File: src/rtl/uart_pkg.sv
// uart_pkg: shared constants and state encoding for the UART transmit path.
// The optional parity bit is selected by defining UART_TX_PARITY_EN.
package uart_pkg;

  localparam int UART_CLKS_PER_BIT_DEFAULT = 868;

  localparam logic UART_START_BIT = 1'b0;
  localparam logic UART_STOP_BIT  = 1'b1;

  typedef enum logic [2:0] {
    ST_IDLE   = 3'd0,
    ST_START  = 3'd1,
    ST_DATA   = 3'd2,
`ifdef UART_TX_PARITY_EN
    ST_PARITY = 3'd3,
`endif
    ST_STOP   = 3'd4
  } uart_tx_state_t;

endpackage

File: src/rtl/uart_baud_cnt.sv
// uart_baud_cnt: bit-period counter for the UART transmitter.
// Counts 0..CLKS_PER_BIT-1 while enabled and flags the terminal count.
module uart_baud_cnt #(
  parameter int CLKS_PER_BIT = uart_pkg::UART_CLKS_PER_BIT_DEFAULT
) (
  input  logic clk,
  input  logic rst,
  input  logic clear,
  input  logic enable,
  output logic bit_tick
);
  import uart_pkg::*;

  localparam int CNT_W = $clog2(CLKS_PER_BIT);
  localparam logic [CNT_W-1:0] LAST = CNT_W'(CLKS_PER_BIT - 1);

  logic [CNT_W-1:0] count_q, count_d;

  assign bit_tick = enable && (count_q == LAST);

  // Next count: clear wins, otherwise wrap to zero at the end of each bit period.
  always_comb begin
    count_d = count_q;
    if (clear) begin
      count_d = '0;
    end else if (enable) begin
      count_d = bit_tick ? '0 : count_q + CNT_W'(1);
    end
  end

  // Counter register with synchronous reset.
  always_ff @(posedge clk) begin
    if (rst) begin
      count_q <= '0;
    end else begin
      count_q <= count_d;
    end
  end

endmodule

File: src/rtl/uart_tx_ctrl.sv
// uart_tx_ctrl: sequences one UART frame per request, driving the external
// shift register's load/shift strobes and muxing start/data/parity/stop onto tx.
// Define UART_TX_PARITY_EN to add an even-parity bit after the data bits.
module uart_tx_ctrl #(
  parameter int CLKS_PER_BIT = uart_pkg::UART_CLKS_PER_BIT_DEFAULT
) (
  input  logic       clk,
  input  logic       rst,
  input  logic       tx_start,
  input  logic [7:0] tx_data,
  input  logic       data_bit,
  output logic       load_data,
  output logic       shift,
  output logic       tx,
  output logic       busy,
  output logic       tx_done
);
  import uart_pkg::*;

  uart_tx_state_t state_q, state_d;
  logic [2:0]     idx_q, idx_d;
  logic           bit_tick;
  logic           baud_clear;
  logic           baud_enable;

  assign baud_clear  = (state_q == ST_IDLE);
  assign baud_enable = (state_q != ST_IDLE);
  assign busy        = (state_q != ST_IDLE);

  uart_baud_cnt #(
    .CLKS_PER_BIT(CLKS_PER_BIT)
  ) u_baud_cnt (
    .clk      (clk),
    .rst      (rst),
    .clear    (baud_clear),
    .enable   (baud_enable),
    .bit_tick (bit_tick)
  );

`ifdef UART_TX_PARITY_EN
  logic parity_q;

  // Capture even parity of the byte at the same edge the shift register loads it.
  always_ff @(posedge clk) begin
    if (rst) begin
      parity_q <= 1'b0;
    end else if ((state_q == ST_IDLE) && tx_start) begin
      parity_q <= ^tx_data;
    end
  end
`else
  logic unused_tx_data;
  assign unused_tx_data = ^tx_data;
`endif

  // State and bit index registers with synchronous reset.
  always_ff @(posedge clk) begin
    if (rst) begin
      state_q <= ST_IDLE;
      idx_q   <= 3'd0;
    end else begin
      state_q <= state_d;
      idx_q   <= idx_d;
    end
  end

  // Next-state logic, shift register strobes and the serial line mux.
  always_comb begin
    state_d   = state_q;
    idx_d     = idx_q;
    load_data = 1'b0;
    shift     = 1'b0;
    tx_done   = 1'b0;
    tx        = UART_STOP_BIT;
    case (state_q)
      ST_IDLE: begin
        tx        = UART_STOP_BIT;
        load_data = tx_start;
        if (tx_start) begin
          state_d = ST_START;
        end
      end
      ST_START: begin
        tx = UART_START_BIT;
        if (bit_tick) begin
          state_d = ST_DATA;
          idx_d   = 3'd0;
        end
      end
      ST_DATA: begin
        tx = data_bit;
        if (bit_tick) begin
          if (idx_q != 3'd7) begin
            shift = 1'b1;
            idx_d = idx_q + 3'd1;
          end else begin
`ifdef UART_TX_PARITY_EN
            state_d = ST_PARITY;
`else
            state_d = ST_STOP;
`endif
          end
        end
      end
`ifdef UART_TX_PARITY_EN
      ST_PARITY: begin
        tx = parity_q;
        if (bit_tick) begin
          state_d = ST_STOP;
        end
      end
`endif
      ST_STOP: begin
        tx = UART_STOP_BIT;
        if (bit_tick) begin
          tx_done = 1'b1;
          state_d = ST_IDLE;
        end
      end
      default: begin
        state_d = ST_IDLE;
      end
    endcase
  end

endmodule

File: config.mk
export PLATFORM = sky130hd
export DESIGN_NAME = uart_tx_ctrl
export DESIGN_NICKNAME = d
export VERILOG_FILES = /design/src/rtl/uart_pkg.sv /design/src/rtl/uart_baud_cnt.sv /design/src/rtl/uart_tx_ctrl.sv
export SDC_FILE = /design/constraint.sdc
export NUM_CORES = 1
export LEC_CHECK = 0
export ABC_AREA = 1
export CORE_MARGIN = 8
export CORE_UTILIZATION = 30
export CTS_CLUSTER_DIAMETER = 150
export DETAILED_ROUTE_END_ITERATION = 6
export GPL_TIMING_DRIVEN = 1
export SLEW_MARGIN = 20
export SYNTH_ARGS = -nofsm -noshare
export SYNTH_HDL_FRONTEND = slang
export SYNTH_SLANG_ARGS = --single-unit
File: constraint.sdc
create_clock -name clk -period 2.4 [get_ports clk]
set_input_delay 0.36 -clock clk [delete_from_list [all_inputs] [get_ports clk]]
set_output_delay 0.36 -clock clk [all_outputs]
set_load 0.01 [all_outputs]
**Run 1: gate-type map**

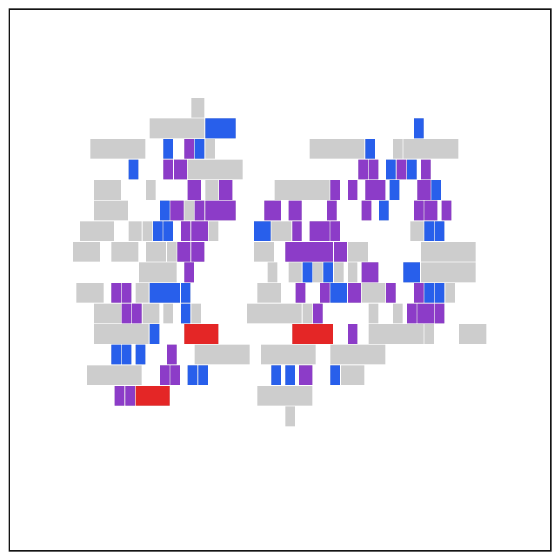
Key: blue = NOR gates [cells 35, most used nor2_1]; purple = NAND gates [cells 54, most used nand2_1]; red = adder and majority cells [cells 3, most used ha_1]
most instantiated logic cell after routing: nand2_1
fin cells: 183

**Run 1: signal wires on met3**

The bar under the picture is 20 um long.
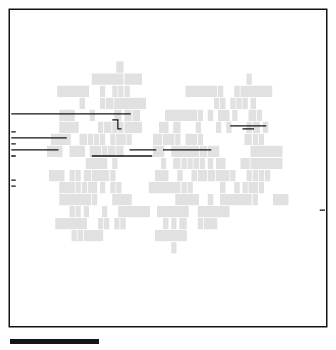
The longest straight run is 26.7 um. The wires run mostly horizontal.

==> metrics.cfg, run 1 <==
[outcome]
status = completed

[critical_path]
reg2reg_from = u_baud_cnt.count_q[0]
rr_endpoint = idx_q[1]

[detailed_routing]
drtIter0Drc = 42
dr_wl_met2_um = 851
vias_per_cell = 4.58

[clock_tree]
cts_tree = yes
cts_resized = 0
clockRootBuffer = clkbuf_4

[floorplan]
rows = 20
die_h_um = 71.4
fp.dieW_um = 71.4

[placement]
placed_area_sq_um = 1030
dpl.hpwl_um = 1440
dp.cells = 179
port_buffers = 8

[global_route]
grt_pass1_vias = 846

[sta]
tns_ns = 0
skew_ns = 0.00337
fin_crit_ns = 2.21

[yosys]
yosys.area.top_type_share_pct = 34.8
ys.flops = 16

[final_layout]
diodes = 0
nets = 166

[power_and_ir_drop]
powerSeq_uw = 315
p_clk_share_pct = 22.2

[min_path]
hp-class = reg2reg

**Run 1: metal 1**

Supply wires on this layer in grey.
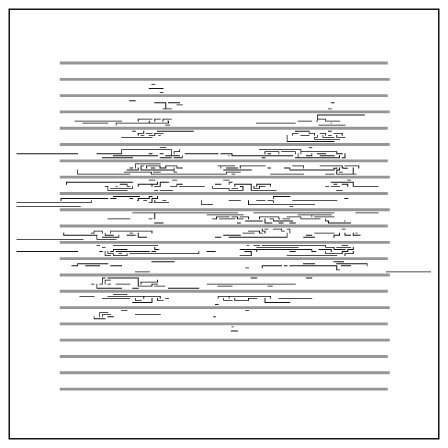
The layer carries 910 um of wire. The wires run mostly horizontal. The layer holds 49% of the routed length. 143 nets have wire on it.
met1 GRT Util: 8.56%
Routed WL: 1870 um
via count: 839

**Run 1: met2 routing**

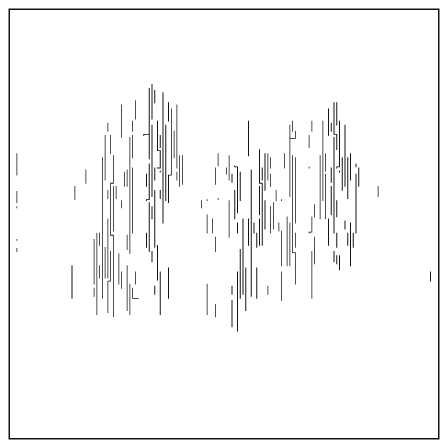
The longest straight run is 23.5 um. The wires run mostly vertical. The layer holds 46% of the routed length. The layer carries 851 um of wire. 118 nets have wire on it.

==> inputs of run 2 (changes only) <==
Settings changed: CORE_MARGIN 8 to 10.
**Run 2: signal wires on met3**

The bar under the picture is 20 um long.
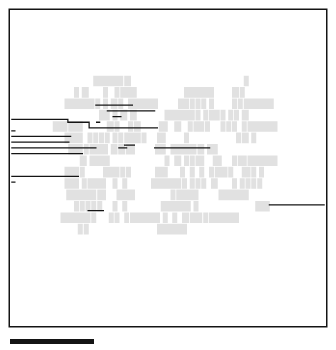
The wires run mostly horizontal. The layer holds 9.4% of the routed length. The layer carries 175 um of wire.

**Run 2: met2 routing**

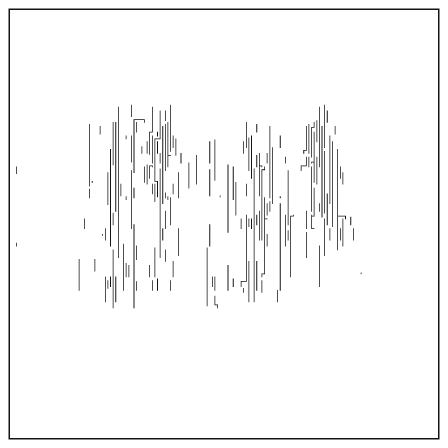
118 nets have wire on it. The wires run mostly vertical. The layer carries 816 um of wire. The longest straight run is 26.5 um. The layer holds 44% of the routed length.
via count: 848
met2 Use GR: 12.5%

==> metrics.cfg, run 2 <==
[clock_tree]
cts_tree = yes  ; unchanged
cts_resized = 0  ; unchanged
clockRootBuffer = clkbuf_4  ; unchanged
clkTransAtPathRegs_ns = 0.10  ; about the same

[global_route]
met1_usage_pct = 7.95  ; was 8.56%
grt_pass1_vias = 816  ; was 846

[final_layout]
lay_top_count = nand2_1  ; unchanged
nets = 166  ; unchanged
instances_no_fill = 183  ; unchanged
diodes = 0  ; unchanged
fin_area_sq_um = 1070  ; unchanged

[power_and_ir_drop]
powerSeq_uw = 315  ; about the same
total_leakage_power_uw = 0.000481  ; unchanged
p_clk_share_pct = 22.5  ; was 22.2%

[detailed_routing]
vias_per_cell = 4.63  ; was 4.58
dr_wl_met2_um = 815  ; was 851 um
dr.pass1.iters = 4  ; unchanged
drtIter0Drc = 81  ; was 42

[placement]
dpl.hpwl_um = 1470  ; was 1440 um
port_buffers = 8  ; unchanged
dp.cells = 179  ; unchanged
placed_area_sq_um = 1030  ; unchanged

[critical_path]
reg2reg_depth = 8  ; unchanged
rr_endpoint = idx_q[0]  ; was idx_q[1]
reg2reg_from = u_baud_cnt.count_q[0]  ; unchanged
critPathSlowestCell = clkdlybuf4s50_1  ; unchanged

[sta]
fin_crit_ns = 2.19  ; was 2.21 ns
tns_ns = 0  ; unchanged
hold_slack_ns = 0.457  ; was 0.456 ns
skew_ns = 0.00450  ; was 0.00337 ns

[outcome]
status = completed  ; unchanged

[min_path]
whs_path_depth = 1  ; unchanged
hp-class = reg2reg  ; unchanged

[yosys]
synth_top_cell_by_area = dfxtp_1  ; unchanged
yosys_warnings = 0  ; unchanged
ys_seq_share_pct = 34.8  ; unchanged
topCellsByArea = dfxtp_1 35%, nand2_1 14%, nor2_1 12%  ; unchanged
ys.flops = 16  ; unchanged
yosys.area.top_type_share_pct = 34.8  ; unchanged

[run]
warnings = 34  ; unchanged

[floorplan]
fp.dieW_um = 75.4  ; was 71.4 um
die_h_um = 75.4  ; was 71.4 um

